`src/rtl/mem_arbiter_pkg.sv`:
```
// Shared definitions for the unified-RAM arbiter: read-owner encoding and
// starvation counter sizing.
package mem_arbiter_pkg;

   typedef enum logic [1:0] {
      OWN_NONE  = 2'd0,
      OWN_FETCH = 2'd1,
      OWN_DATA  = 2'd2
   } owner_e;

   localparam int STARVE_MAX_DEFAULT = 4;
   localparam int STARVE_W           = 4;

endpackage

```
`src/rtl/mem_arbiter_if.sv`:
```
// Bundle of the fetch port, load/store port and RAM command/response signals
// that the arbiter sits between.
interface mem_arbiter_if #(
   parameter int ADDR_W = 32,
   parameter int DATA_W = 32
);

   logic                  i_req;
   logic [ADDR_W-1:0]     i_addr;
   logic                  i_gnt;
   logic                  i_rvalid;
   logic [DATA_W-1:0]     i_rdata;

   logic                  d_req;
   logic                  d_we;
   logic [DATA_W/8-1:0]   d_be;
   logic [ADDR_W-1:0]     d_addr;
   logic [DATA_W-1:0]     d_wdata;
   logic                  d_gnt;
   logic                  d_rvalid;
   logic [DATA_W-1:0]     d_rdata;

   logic                  m_en;
   logic                  m_we;
   logic [DATA_W/8-1:0]   m_be;
   logic [ADDR_W-3:0]     m_addr;
   logic [DATA_W-1:0]     m_wdata;
   logic [DATA_W-1:0]     m_rdata;

   // The arbiter is the slave of both requesters and drives the RAM command.
   modport slave (
      input  i_req, i_addr, d_req, d_we, d_be, d_addr, d_wdata, m_rdata,
      output i_gnt, i_rvalid, i_rdata, d_gnt, d_rvalid, d_rdata,
             m_en, m_we, m_be, m_addr, m_wdata
   );

   modport master (
      output i_req, i_addr, d_req, d_we, d_be, d_addr, d_wdata, m_rdata,
      input  i_gnt, i_rvalid, i_rdata, d_gnt, d_rvalid, d_rdata,
             m_en, m_we, m_be, m_addr, m_wdata
   );

endinterface

```
`src/rtl/mem_arbiter.sv`:
```
// Fixed-priority (data first) arbiter for a single-port RAM shared by fetch and
// load/store, with a starvation counter that forces a fetch grant.
module mem_arbiter
   import mem_arbiter_pkg::*;
#(
   parameter int ADDR_W     = 32,
   parameter int DATA_W     = 32,
   parameter int STARVE_MAX = STARVE_MAX_DEFAULT
) (
   input logic          clk,
   input logic          rst_n,
   mem_arbiter_if.slave bus
);

   localparam int BE_W = DATA_W / 8;
   localparam logic [STARVE_W-1:0] STARVE_LIM = STARVE_W'(STARVE_MAX);

   logic                fetch_win;
   logic                data_win;
   owner_e              owner_q, owner_d;
   logic [STARVE_W-1:0] starve_q, starve_d;
   logic                unused_addr_lsbs;

   assign unused_addr_lsbs = ^{bus.i_addr[1:0], bus.d_addr[1:0]};

   // Grants are gated by rst_n so nothing reaches the RAM while in reset.
   always_comb begin
      fetch_win = 1'b0;
      data_win  = 1'b0;
      if (rst_n) begin
         if (starve_q == STARVE_LIM && bus.i_req) begin
            fetch_win = 1'b1;
         end else if (bus.d_req) begin
            data_win = 1'b1;
         end else if (bus.i_req) begin
            fetch_win = 1'b1;
         end
      end
   end

   always_comb begin
      bus.m_en    = 1'b0;
      bus.m_we    = 1'b0;
      bus.m_be    = '0;
      bus.m_addr  = bus.i_addr[ADDR_W-1:2];
      bus.m_wdata = bus.d_wdata;
      if (fetch_win) begin
         bus.m_en = 1'b1;
         bus.m_be = {BE_W{1'b1}};
      end else if (data_win) begin
         bus.m_en   = 1'b1;
         bus.m_we   = bus.d_we;
         bus.m_be   = bus.d_we ? bus.d_be : {BE_W{1'b1}};
         bus.m_addr = bus.d_addr[ADDR_W-1:2];
      end
   end

   always_comb begin
      starve_d = starve_q;
      owner_d  = OWN_NONE;
      if (fetch_win || !bus.i_req) begin
         starve_d = '0;
      end else if (starve_q < STARVE_LIM) begin
         starve_d = starve_q + 1'b1;
      end
      if (fetch_win) begin
         owner_d = OWN_FETCH;
      end else if (data_win && !bus.d_we) begin
         owner_d = OWN_DATA;
      end
   end

   always_ff @(posedge clk or negedge rst_n) begin
      if (!rst_n) begin
         owner_q  <= OWN_NONE;
         starve_q <= '0;
      end else begin
         owner_q  <= owner_d;
         starve_q <= starve_d;
      end
   end

   assign bus.i_gnt    = fetch_win;
   assign bus.d_gnt    = data_win;
   assign bus.i_rvalid = (owner_q == OWN_FETCH);
   assign bus.d_rvalid = (owner_q == OWN_DATA);
   assign bus.i_rdata  = bus.m_rdata;
   assign bus.d_rdata  = bus.m_rdata;

endmodule
```
`src/flat_wrapper.sv`:
```
// flat-port wrapper written by rule: the top's interface ports become plain ports
module mem_arbiter_flat import mem_arbiter_pkg::*;
#(
   parameter int ADDR_W     = 32,
   parameter int DATA_W     = 32,
   parameter int STARVE_MAX = STARVE_MAX_DEFAULT
)
  (clk, rst_n, bus_i_req, bus_i_addr, bus_d_req, bus_d_we, bus_d_be, bus_d_addr, bus_d_wdata, bus_m_rdata, bus_i_gnt, bus_i_rvalid, bus_i_rdata, bus_d_gnt, bus_d_rvalid, bus_d_rdata, bus_m_en, bus_m_we, bus_m_be, bus_m_addr, bus_m_wdata);
  mem_arbiter_if #(.ADDR_W(ADDR_W), .DATA_W(DATA_W)) bus_i ();
  input logic clk;
  input logic rst_n;
  input wire logic [$bits(bus_i.i_req)-1:0] bus_i_req;
  input wire logic [$bits(bus_i.i_addr)-1:0] bus_i_addr;
  input wire logic [$bits(bus_i.d_req)-1:0] bus_d_req;
  input wire logic [$bits(bus_i.d_we)-1:0] bus_d_we;
  input wire logic [$bits(bus_i.d_be)-1:0] bus_d_be;
  input wire logic [$bits(bus_i.d_addr)-1:0] bus_d_addr;
  input wire logic [$bits(bus_i.d_wdata)-1:0] bus_d_wdata;
  input wire logic [$bits(bus_i.m_rdata)-1:0] bus_m_rdata;
  output wire logic [$bits(bus_i.i_gnt)-1:0] bus_i_gnt;
  output wire logic [$bits(bus_i.i_rvalid)-1:0] bus_i_rvalid;
  output wire logic [$bits(bus_i.i_rdata)-1:0] bus_i_rdata;
  output wire logic [$bits(bus_i.d_gnt)-1:0] bus_d_gnt;
  output wire logic [$bits(bus_i.d_rvalid)-1:0] bus_d_rvalid;
  output wire logic [$bits(bus_i.d_rdata)-1:0] bus_d_rdata;
  output wire logic [$bits(bus_i.m_en)-1:0] bus_m_en;
  output wire logic [$bits(bus_i.m_we)-1:0] bus_m_we;
  output wire logic [$bits(bus_i.m_be)-1:0] bus_m_be;
  output wire logic [$bits(bus_i.m_addr)-1:0] bus_m_addr;
  output wire logic [$bits(bus_i.m_wdata)-1:0] bus_m_wdata;
  assign bus_i.i_req = bus_i_req;
  assign bus_i.i_addr = bus_i_addr;
  assign bus_i.d_req = bus_d_req;
  assign bus_i.d_we = bus_d_we;
  assign bus_i.d_be = bus_d_be;
  assign bus_i.d_addr = bus_d_addr;
  assign bus_i.d_wdata = bus_d_wdata;
  assign bus_i.m_rdata = bus_m_rdata;
  assign bus_i_gnt = bus_i.i_gnt;
  assign bus_i_rvalid = bus_i.i_rvalid;
  assign bus_i_rdata = bus_i.i_rdata;
  assign bus_d_gnt = bus_i.d_gnt;
  assign bus_d_rvalid = bus_i.d_rvalid;
  assign bus_d_rdata = bus_i.d_rdata;
  assign bus_m_en = bus_i.m_en;
  assign bus_m_we = bus_i.m_we;
  assign bus_m_be = bus_i.m_be;
  assign bus_m_addr = bus_i.m_addr;
  assign bus_m_wdata = bus_i.m_wdata;
  mem_arbiter #(.ADDR_W(ADDR_W), .DATA_W(DATA_W), .STARVE_MAX(STARVE_MAX)) u_core (.clk(clk), .rst_n(rst_n), .bus(bus_i));
endmodule
```
`config.mk`:
```
export PLATFORM = sky130hd
export DESIGN_NAME = mem_arbiter_flat
export DESIGN_NICKNAME = d
export VERILOG_FILES = /design/src/rtl/mem_arbiter_pkg.sv /design/src/rtl/mem_arbiter_if.sv /design/src/rtl/mem_arbiter.sv /design/src/flat_wrapper.sv
export SDC_FILE = /design/constraint.sdc
export NUM_CORES = 1
export LEC_CHECK = 0
export CAP_MARGIN = 25
export CORE_AREA = 2 2 106 108
export DETAILED_ROUTE_END_ITERATION = 10
export DIE_AREA = 0 0 108 110
export HOLD_SLACK_MARGIN = 0.03
export PLACE_DENSITY_LB_ADDON = 0.3
export SYNTH_ARGS = -nofsm -noshare
export SYNTH_HDL_FRONTEND = slang
export SYNTH_SLANG_ARGS = --single-unit
```
`constraint.sdc`:
```
create_clock -name clk -period 2 [get_ports clk]
set_input_delay 0.3 -clock clk [delete_from_list [all_inputs] [get_ports clk]]
set_output_delay 0.3 -clock clk [all_outputs]
set_load 0.02 [all_outputs]
```
==> results_slide.txt <==
Flow Results at a Glance

Cells and area
  – Comb area: roughly 680 µm²
  – Layout cell share with drive strength beyond 1: between 50% and 60%
  – Non-Filler Instances: 342
  – Nets: 343
  – Synth-to-Final Area Change: 54.16%
  – Seq. cell area: 150.1 µm²
  – # diodes: 0
  – FILL cells: 1153

Synthesis
  – Largest type area fraction: a little under half
  – YS chip area: 0.001550 mm²
  – Top cells by area: buf_4 46%, mux2_4 22%, dfrtp_1 9.7%
  – Synth unique cells: 19
  – Post-synth EDFFs: 0
  – Cell taking the most area after synthesis: buf_4
  – Post-Syn Instances: 168
  – Synth Area per Inst: around 9.2 µm²
  – Syn nets: 307
  – Flops after synth: 6
  – Seq share, synth: 9.685%
  – Synth warn: 0
  – Post-Syn Area: 0.001550 mm²
  – Most common cell in the netlist: buf_4

CTS
  – Clk latency late pin: 0.23 ns
  – H-tree levels: 1
  – Clk pin slew, worst setup/hold paths: 0.04 ns
  – Clock Sink Count: 6
  – CTS tree: done
  – CTS buffer count: 3

GRT
  – Congestion Overflow GR: 0
  – Met3 capacity usage during global routing: 3.116%
  – Gr usage total: 6.219%
  – First-pass GRT wire length: 5589 µm
  – Vias in the first global route: 1129
  – Met2 Use GR: 12.67%
  – Antenna violations before repair: 0
  – Most Crowded Layer GR: met2

Die
  – DIE WIDTH: ~110 µm
  – Chip Height: 110 µm
  – Chip area: 0.01188 mm²
  – # IOs: 273

Setup path
  – CP most frequent cell: buf_6
  – CP Launch Type: flip-flop
  – CP Cell Sequence: inv_2 > ha_4 > nand4b_1 > nand3_4 > buf_6 > mux2_4 > buf_6
  – CP max stage cell: dfrtp_1
  – Buf+Inv Stages, Crit Path: 3
  – Worst path max stage delay: 0.38 ns
  – CP max FO: 8
  – CP Class: flip-flop to primary output
  – WP data required: 1.70 ns

Drt
  – Final ANT Viol Nets: 0
  – Wire per inst: approximately 12 µm
  – Drt initial violations: 12
  – Detailed-route via count: 1108
  – Via density: 3.240
  – Drc violations: 0
  – Detailed Routing Iterations Pass 1: 2

STA
  – Final worst slack: -0.04229 ns
  – Final Skew: 0.003453 ns
  – Setup Viol. Count Final: 16
  – Crit share post-route: 102.1%
  – Relative slew slack: between 60% and 70%
  – Max-slew violation count: 0
  – Max Clock Freq: 489.6 MHz
  – Hold Vio Cnt, Final: 0
  – Setup tns final: -0.4339 ns
  – Measured slew at the worst slew-check pin: 0.4476 ns

Power
  – Leakage: approximately 0.0011 µW
  – Peak supply drop: 0.0001217 V
  – PD cells: 362.5 mW/mm²
  – Sw frac: 29.73%
  – Comb pwr share: a little under two thirds
  – Clock share of power: about a fifth
  – Sequential Power Share: roughly 15%
  – Cell-internal power: 608.8 µW
  – Net Sw Power: roughly 260 µW

Placement
  – Number of port buffers: about 110
  – GP Congestion: slightly below 0.6
  – HPWL Detailed: about 3500 µm

Job
  – OpenROAD warning count: 33
  – Max cap viols: 0

Run status
  – Failing checks: negative setup slack
  – Status: finished, violations left

Worst hold path
  – Worst min path class: input pin to asynchronous set/reset pin
run 1: state kept, by name (all words and copies together) (netlist names):
signal	count
u_core.starve_q	4
u_core.owner_q	2
run 1: final timing paths:
check / startpoint / slack [ns] / endpoint / depth (start not counted)
worst max-delay path: u_core.starve_q[0] / -0.04 / bus_m_addr[14] / 7
worst min-delay path: rst_n / 0.55 / u_core.starve_q[2] / 3
worst max register to register: u_core.starve_q[0] / 0.60 / u_core.starve_q[1] / 5
worst min register to register: u_core.starve_q[3] / 0.62 / u_core.starve_q[3] / 2
max in group asynchronous: rst_n / 1.32 / u_core.owner_q[0] / 3
min in group clk: bus_m_rdata[15] / 0.60 / bus_d_rdata[15] / 0
run 1: stage by stage:
step / util, % / hold WS [ns] / area (µm²) / setup slack (ns) / power [µW]
after floorplan: - / 0.004409 / 1550 / 0.1697 / 619.0
after global placement: 20.47 / 0.6001 / 2190 / -0.4665 / 629.8
after detailed placement: 20.47 / 0.6001 / 2190 / -0.4754 / 632.5
after CTS: 22.39 / 0.5568 / 2395 / -0.1392 / 880.8
after global routing: 22.34 / 0.5605 / 2390 / -0.1510 / 912.0
final: 22.34 / 0.5539 / 2390 / -0.04229 / 866.4
run 1: kinds of logic after synthesis:
kind of cell	after synthesis	share of synthesized area, %
compound gates	7	2.744
xor+xnor	1	0.5651
fa+ha+maj	2	1.614
buf+inv	104	49.88
flops	6	9.685
mux	31	28.09
simple gates	17	7.426
run 1: worst register-to-register path, cell delays in order, from the launching register on:
cell,delay (ns)
dfrtp_1,0.35
inv_2,0.06
ha_4,0.15
and3b_1,0.18
o21ai_0,0.37
and3_1,0.22
run 1: power by group through the flow:
| stage | clock [µW] | sequential [µW] | combinational, µW |
|---|---|---|---|
| finish | 185 | 131 | 550 |
| global placement | 0 | 132 | 498 |
| global route | 196 | 132 | 584 |
| detailed placement | 0 | 132 | 500 |
| floorplan | 0 | 132 | 487 |
| CTS | 192 | 131 | 558 |
run 1: layout make-up:
class | instances | share of cell area (%)
Clock buffer | 3 | 1.728
Timing Repair Buffer | 130 | 55.45
Sequential cell | 6 | 6.283
Multi-Input combinational cell | 58 | 28.43
Inverter | 5 | 0.7853
Tap cell | 140 | 7.330
run 1: routing by layer:
layer	wire, µm	up-vias
met5	0	-
met4	91	0
met3	671	7
met2	2300	95
met1	1192	488
li1	-	518
run 1: cell usage in the layout (no fill, tap or decap), types with 3 or more instances in the layout:
| master | Yosys | routed |
|---|---|---|
| nor2b_1 | 7 | 7 |
| clkbuf_8 | 0 | 3 |
| buf_6 | 3 | 39 |
| dfrtp_1 | 6 | 6 |
| mux2_4 | 23 | 30 |
| inv_2 | 0 | 3 |
| clkdlybuf4s50_1 | 0 | 70 |
| buf_4 | 96 | 16 |
| o21ai_2 | 0 | 3 |
| and3_1 | 3 | 3 |
run 1: what timing repair did:
action	in CTS	in global routing
pin swaps	6	0
buffers inserted	6	1
cloned	1	0
endpoints found under the setup margin	38	37
gates resized	247	7
hold buffers	0	0
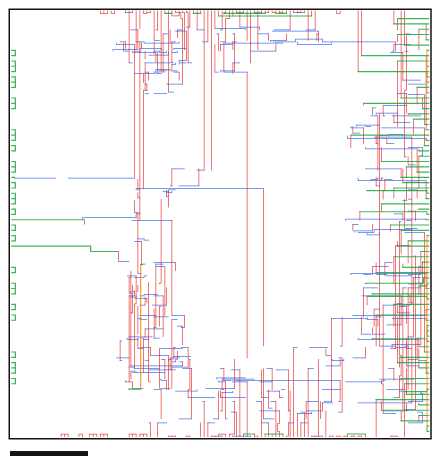
*Signal wires by layer, run 1*
Scale bar: 20 µm.
legend:
  red:
    layer: met2
    wire_length: 2300 µm
  green:
    layer: met3
    wire_length: 671 µm
  blue:
    layer: met1
    wire_length: 1190 µm
  orange:
    layer: met4
    wire_length: 91.8 µm

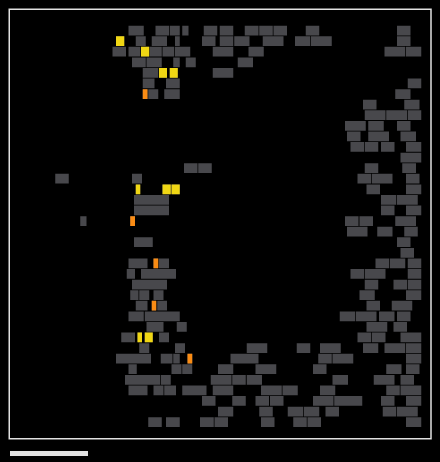
*Gate-type map, run 1*
Scale bar: 20 µm.
legend:
  yellow:
    family: NOR gates
    cells: 9
  orange:
    family: inverters
    cells: 5

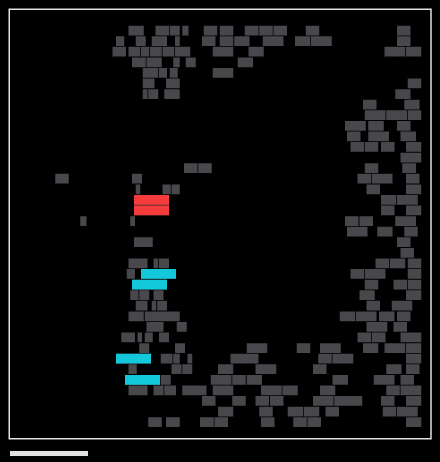
*Where the registers sit, run 1*
Scale bar: 20 µm.
legend:
  cyan:
    signal: u_core.starve_q
    placed_flops: 4
  red:
    signal: u_core.owner_q
    placed_flops: 2

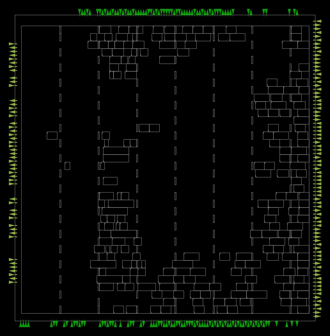
*Cell placement, run 1*
Seq/total area: 6.283%
core box area: 0.01070 mm²
Rows: 38
Seq cells: 6
final core utilization: 22.34%

No activity file was given, so power comes from the tool's default toggle rates.
